Fig. 1: PDN straps and rails
The bar under the picture is 20 um long. Pins as bars on the die edge. Tap cells in grey.
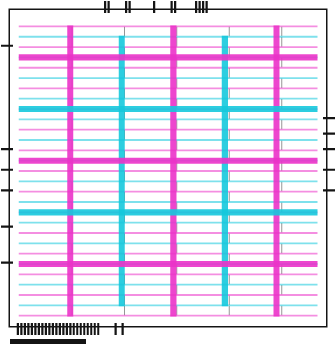
Fig. 2: cells coloured by class
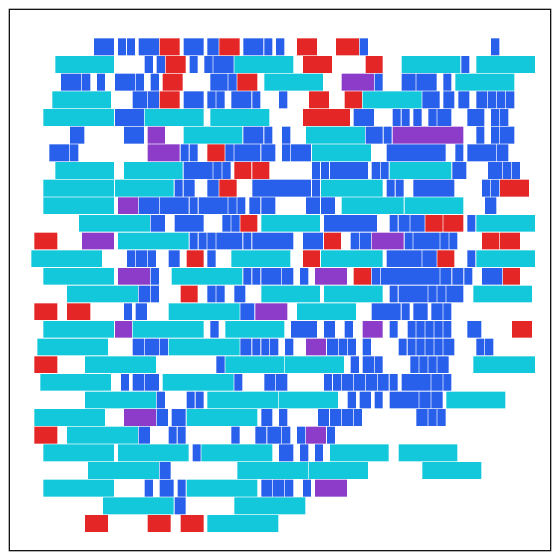
## src/rtl/reg30_serial_tx.sv

```systemverilog
`default_nettype none
// ============================================================================
// Module   : reg30_serial_tx
// Purpose  : Buffers bytes written through CPU register 30 in a small FIFO
//            and serialises them on a UART line (8N1 by default).
//            A byte is queued whenever reg30_out[8] differs from its value
//            in the previous cycle; reg30_out[7:0] carries the byte.
// Options  : define REG30_SERIAL_TX_PARITY_EN to add an even-parity bit
//            between the data bits and the stop bit (8E1 framing).
// Params   : CLKS_PER_BIT >= 2, FIFO_DEPTH a power of two >= 2.
// Revision : 1.0 - initial release
// ============================================================================
module reg30_serial_tx #(
  parameter int CLKS_PER_BIT = 434,
  parameter int FIFO_DEPTH   = 4
) (
  input  logic                        clk,
  input  logic                        reset,
  input  logic [31:0]                 reg30_out,
  output logic                        tx,
  output logic                        busy,
  output logic                        fifo_full,
  output logic [$clog2(FIFO_DEPTH):0] fifo_count,
  output logic [7:0]                  drop_count
);

  localparam int PTR_W  = $clog2(FIFO_DEPTH);
  localparam int CNT_W  = PTR_W + 1;
  localparam int BAUD_W = $clog2(CLKS_PER_BIT);
  localparam logic [BAUD_W-1:0] BAUD_LAST = BAUD_W'(CLKS_PER_BIT - 1);
  localparam logic [CNT_W-1:0]  CNT_FULL  = CNT_W'(FIFO_DEPTH);

`ifdef REG30_SERIAL_TX_PARITY_EN
  typedef enum logic [2:0] {
    IDLE   = 3'd0,
    START  = 3'd1,
    DATA   = 3'd2,
    PARITY = 3'd3,
    STOP   = 3'd4
  } state_t;
`else
  typedef enum logic [2:0] {
    IDLE   = 3'd0,
    START  = 3'd1,
    DATA   = 3'd2,
    STOP   = 3'd3
  } state_t;
`endif

  state_t             state_q, state_d;
  logic [BAUD_W-1:0]  baud_q, baud_d;
  logic [2:0]         bit_q, bit_d;
  logic [7:0]         data_q, data_d;
  logic               tx_q, tx_d;
  logic               prev_toggle_q, prev_toggle_d;
  logic [PTR_W-1:0]   wr_ptr_q, wr_ptr_d;
  logic [PTR_W-1:0]   rd_ptr_q, rd_ptr_d;
  logic [CNT_W-1:0]   count_q, count_d;
  logic [7:0]         drop_q, drop_d;
  logic [7:0]         mem_q [FIFO_DEPTH];
  logic [7:0]         mem_d [FIFO_DEPTH];

  logic push, pop, wr_en, drop, full, fifo_empty, baud_last;

  // Upper register bits carry no meaning for this block.
  logic unused_reg30_hi;
  assign unused_reg30_hi = ^reg30_out[31:9];

  // Push/pop decisions; pop only happens when a new frame may begin.
  always_comb begin
    push       = reg30_out[8] ^ prev_toggle_q;
    fifo_empty = (count_q == '0);
    full       = (count_q == CNT_FULL);
    baud_last  = (baud_q == BAUD_LAST);
    pop        = !fifo_empty && ((state_q == IDLE) || ((state_q == STOP) && baud_last));
    wr_en      = push && (!full || pop);
    drop       = push && full && !pop;
  end

  // FIFO bookkeeping: pointers, occupancy, overflow counter and storage.
  always_comb begin
    prev_toggle_d = reg30_out[8];
    wr_ptr_d      = wr_ptr_q;
    rd_ptr_d      = rd_ptr_q;
    count_d       = count_q;
    drop_d        = drop_q;
    mem_d         = mem_q;
    if (wr_en) begin
      mem_d[wr_ptr_q] = reg30_out[7:0];
      wr_ptr_d        = wr_ptr_q + PTR_W'(1);
    end
    if (pop) begin
      rd_ptr_d = rd_ptr_q + PTR_W'(1);
    end
    if (wr_en && !pop) begin
      count_d = count_q + CNT_W'(1);
    end else if (!wr_en && pop) begin
      count_d = count_q - CNT_W'(1);
    end
    if (drop && (drop_q != 8'hFF)) begin
      drop_d = drop_q + 8'd1;
    end
  end

  // Framing FSM next state; tx is computed one cycle ahead so it is registered.
  always_comb begin
    state_d = state_q;
    bit_d   = bit_q;
    data_d  = data_q;
    tx_d    = tx_q;
    // Every state or bit change happens on the last baud tick, so wrapping here
    // restarts the counter at each change.
    baud_d  = baud_last ? '0 : baud_q + BAUD_W'(1);
    case (state_q)
      IDLE: begin
        baud_d = '0;
        bit_d  = '0;
        tx_d   = 1'b1;
        if (pop) begin
          state_d = START;
          data_d  = mem_q[rd_ptr_q];
          tx_d    = 1'b0;
        end
      end
      START: begin
        if (baud_last) begin
          state_d = DATA;
          bit_d   = '0;
          tx_d    = data_q[0];
        end
      end
      DATA: begin
        if (baud_last) begin
          if (bit_q == 3'd7) begin
`ifdef REG30_SERIAL_TX_PARITY_EN
            state_d = PARITY;
            tx_d    = ^data_q;
`else
            state_d = STOP;
            tx_d    = 1'b1;
`endif
          end else begin
            bit_d = bit_q + 3'd1;
            tx_d  = data_q[bit_q + 3'd1];
          end
        end
      end
`ifdef REG30_SERIAL_TX_PARITY_EN
      PARITY: begin
        if (baud_last) begin
          state_d = STOP;
          tx_d    = 1'b1;
        end
      end
`endif
      STOP: begin
        if (baud_last) begin
          if (pop) begin
            // Next byte already waiting: start bit follows the stop bit directly.
            state_d = START;
            data_d  = mem_q[rd_ptr_q];
            tx_d    = 1'b0;
          end else begin
            state_d = IDLE;
            tx_d    = 1'b1;
          end
        end
      end
      default: begin
        state_d = IDLE;
        tx_d    = 1'b1;
      end
    endcase
  end

  // Control state with asynchronous reset; tx returns high as soon as reset rises.
  always_ff @(posedge clk or posedge reset) begin
    if (reset) begin
      state_q       <= IDLE;
      baud_q        <= '0;
      bit_q         <= '0;
      data_q        <= '0;
      tx_q          <= 1'b1;
      prev_toggle_q <= 1'b0;
      wr_ptr_q      <= '0;
      rd_ptr_q      <= '0;
      count_q       <= '0;
      drop_q        <= '0;
    end else begin
      state_q       <= state_d;
      baud_q        <= baud_d;
      bit_q         <= bit_d;
      data_q        <= data_d;
      tx_q          <= tx_d;
      prev_toggle_q <= prev_toggle_d;
      wr_ptr_q      <= wr_ptr_d;
      rd_ptr_q      <= rd_ptr_d;
      count_q       <= count_d;
      drop_q        <= drop_d;
    end
  end

  // FIFO storage needs no reset; resetting the pointers discards its contents.
  always_ff @(posedge clk) begin
    mem_q <= mem_d;
  end

  assign tx         = tx_q;
  assign busy       = (state_q != IDLE) || !fifo_empty;
  assign fifo_full  = full;
  assign fifo_count = count_q;
  assign drop_count = drop_q;

endmodule
`default_nettype wire

```

## config.mk

```make
export PLATFORM = sky130hd
export DESIGN_NAME = reg30_serial_tx
export DESIGN_NICKNAME = d
export VERILOG_FILES = /design/src/rtl/reg30_serial_tx.sv
export SDC_FILE = /design/constraint.sdc
export NUM_CORES = 1
export LEC_CHECK = 0
export ABC_AREA = 1
export CORE_MARGIN = 2
export CORE_UTILIZATION = 54
export DETAILED_ROUTE_END_ITERATION = 8
export GPL_TIMING_DRIVEN = 1
export HOLD_SLACK_MARGIN = 0.06
export PLACE_DENSITY = 0.79
export SETUP_SLACK_MARGIN = 0.2
export SLEW_MARGIN = 20
export SYNTH_ARGS = -nofsm -noshare
export SYNTH_HDL_FRONTEND = slang
export SYNTH_SLANG_ARGS = --single-unit
```

## constraint.sdc

```tcl
create_clock -name clk -period 2.52 [get_ports clk]
set_input_delay 0.756 -clock clk [delete_from_list [all_inputs] [get_ports clk]]
set_output_delay 0.756 -clock clk [all_outputs]
set_load 0.05 [all_outputs]
```

==> ci_impl_report.md <==
## Synthesis and layout report

| Metric | Value |
|---|---|
| Bufs w/o clock | `39` |
| CP endpoint | `fifo_count[2]` |
| Clk sink count | `71` |
| Top cell excl fill/tap | `nand2_1` |
| Reg2Reg Depth | `17` |
| Inverters | `40` |
| Number of gates resized after cts | `13` |
| Placed cells | `448` |
| Late-Pin Clk Latency | `0.35 ns` |
| Footprint of the multi-input gates | `0.00133 mm^2` |
| Ys flops | `71` |
| Largest logic family | `simple AND/OR/NAND/NOR gates` |
| CP startpoint | `baud_q[1]` |
| Leak pwr | `1.76 nW` |
| Fill count | `455` |
| Synth Area in Simple Gates | `20.5%` |
| PwrDens | `800 mW/mm^2` |
| Critical Path RT | `2.79 ns` |
| Fin Setup TNS | `0 ns` |
| Synthesized instance count | `342` |
| Largest net degree at the start of global routing | `40` |
| Hold_buf cts | `0` |
| Mapped Area | `0.00339 mm^2` |
| Critical Path End Type | `flip-flop` |
| Area fraction in mux cells | `0%` |
| Number of global-route vias before repair | `2484` |
| Biggest regs | `mem_q (32), baud_q (9)` |
| Worst hold path type | `reg -> reg` |
| Crit-path max FO | `3` |
| Max-Cap Viols | `0` |
| Reg2Reg Launch Point | `baud_q[1]` |
| Min-Delay Path Depth | `2` |
| Synth unique cells | `33` |
| Slew @ Worst Pin | `0.498 ns` |
| Non-clock buffering overhead | `8.61%` |
| Endpoint, Worst Hold | `data_q[1]` |
| HP Start | `data_q[1]` |
| Async S/R FF share, synth | `54.9%` |
| Post-synth top area cell | `edfxtp_1` |
| Endpoints failing setup | `0` |
| WL met2 | `3210 um` |
| Seq area share | `47.6%` |
| CTS tree | `yes` |
| GR Util All Layers | `20.2%` |
| Fraction of area in multi-input gates | `32.7%` |
| Hold WS | `0.490 ns` |
| Die area | `0.00692 mm^2` |
| Clock-cell share | `5.00%` |
| Design area | `0.00408 mm^2` |
| Num CTS Buffers | `9` |
| Pins Over Slew Limit | `0` |
| Well tap count | `75` |
| Status | `complete, no violations` |
| Critical Path Start Type | `flip-flop` |
| Syn_area_per_cell | `9.90 um^2` |
| First-pass GRT wire length | `11200 um` |
| Pre-Place Util | `56.5%` |
| GPL Wtd Cong | `0.830` |
| Congestion Overflow GR | `0` |
| Antenna violations before repair | `0` |
| Vias after detailed routing | `2436` |
| Most flop-heavy register | `mem_q` |
| Clock Skew | `0.00675 ns` |
| Synth Area in Compound Gates | `8.02%` |
| OpenROAD warning count | `59` |
| Fin nets | `437` |
| Layout clock buffer count | `9` |
| Top FF cell, synth | `dfrtp_1` |
| Top layer in use | `met4` |
| Final Core Density | `68.1%` |
| Vias per cell | `5.21` |
| DRT iter0 DRCs | `118` |
| Registers | `71` |
| DR WL/cell | `13.8 um` |
| WL met1 | `2940 um` |
| Yosys stat chip area | `0.00339 mm^2` |
| CP arrival | `2.48 ns` |
| Kind of critical path | `reg -> reg` |
| Post-CTS Setup Inserts | `1` |
| Dpl ws | `-0.167 ns` |
| Core footprint | `0.00599 mm^2` |
| Max Freq | `451 MHz` |
| FF/Latch Area | `0.00194 mm^2` |
| Yosys Instances | `342` |
| Number of enable flip-flop cells | `32` |
| Area growth, synth to finish | `20.5%` |
| Clock-pin slew on the worst setup and hold paths | `0.08 ns` |
| Diodes inserted | `0` |
| Root Buffer | `clkbuf_8` |
| Synth warnings | `0` |
| Placed inst area | `0.00381 mm^2` |
| H-tree levels | `3` |
| DRC viols | `0` |
| R2R setup slack | `0.30 ns` |
| Period utilization | `87.9%` |
| Top-level port count | `48` |
| CTS max path bufs | `2` |
| Share of cells above drive strength 1 | `18.1%` |
| RSZ-0062 raised after global routing | `yes` |
| Dominant cells by area after synthesis | `edfxtp_1 28%, dfrtp_1 28%, nand2_1 8.0%` |
| Max FFs per register | `32` |
| Xor/xnor share | `3.10%` |
| Final WS setup | `0.305 ns` |
| Tot Pwr | `3.27 mW` |
| WL met3 | `195 um` |
| Post-synthesis adder-cell area fraction | `5.76%` |
| Final hold violations | `0` |
| Seq/Total Area, Yosys | `57.2%` |
| DRT Pass-1 Iters | `4` |
## Picture notes: Fig. 1
- VSS: magenta
- VDD: cyan
- tap cells: 75
- met5 straps: 5
- met1 rails: 29
die x size: 83.2 um
Peak VDD IR: 0.510 mV

## Picture notes: Fig. 2
- flip-flops: cyan (cells 71; share of their area 49%)
- clock drivers and dummy loads: purple (cells 16; share of their area 5.1%)
- other buffers and delay cells: red (cells 39; share of their area 8.8%)
- all other logic: blue (cells 267; share of their area 37%)

-- worst max-delay path, stage by stage, from the launching register on --
cell and delay [ns]:
dfrtp_1 0.42, inv_2 0.08, ha_4 0.13, nand2_2 0.05
nor2_2 0.09, nand2_2 0.09, nand2_4 0.09, nand3_4 0.09
nand2_4 0.10, nand2_4 0.05, inv_4 0.05, ha_4 0.13
inv_4 0.03, fa_2 0.36, nor2_2 0.08, nor2_1 0.05
nand2_1 0.08, xor2_1 0.16
-- power by group --
part / switching (mW) / internal (mW) / total [mW]
Clock: 0.472 / 0.467 / 0.939
Sequential: 0.112 / 1.40 / 1.51
Combinational: 0.532 / 0.287 / 0.819
Total: 1.12 / 2.15 / 3.27
-- metal layers --
layer	vias up	global-route usage, %
li1	1222	-
met5	-	0
met3	9	4.87
met2	32	34.0
met1	1173	25.4
met4	0	7.30
No activity file was given, so power comes from the tool's default toggle rates.
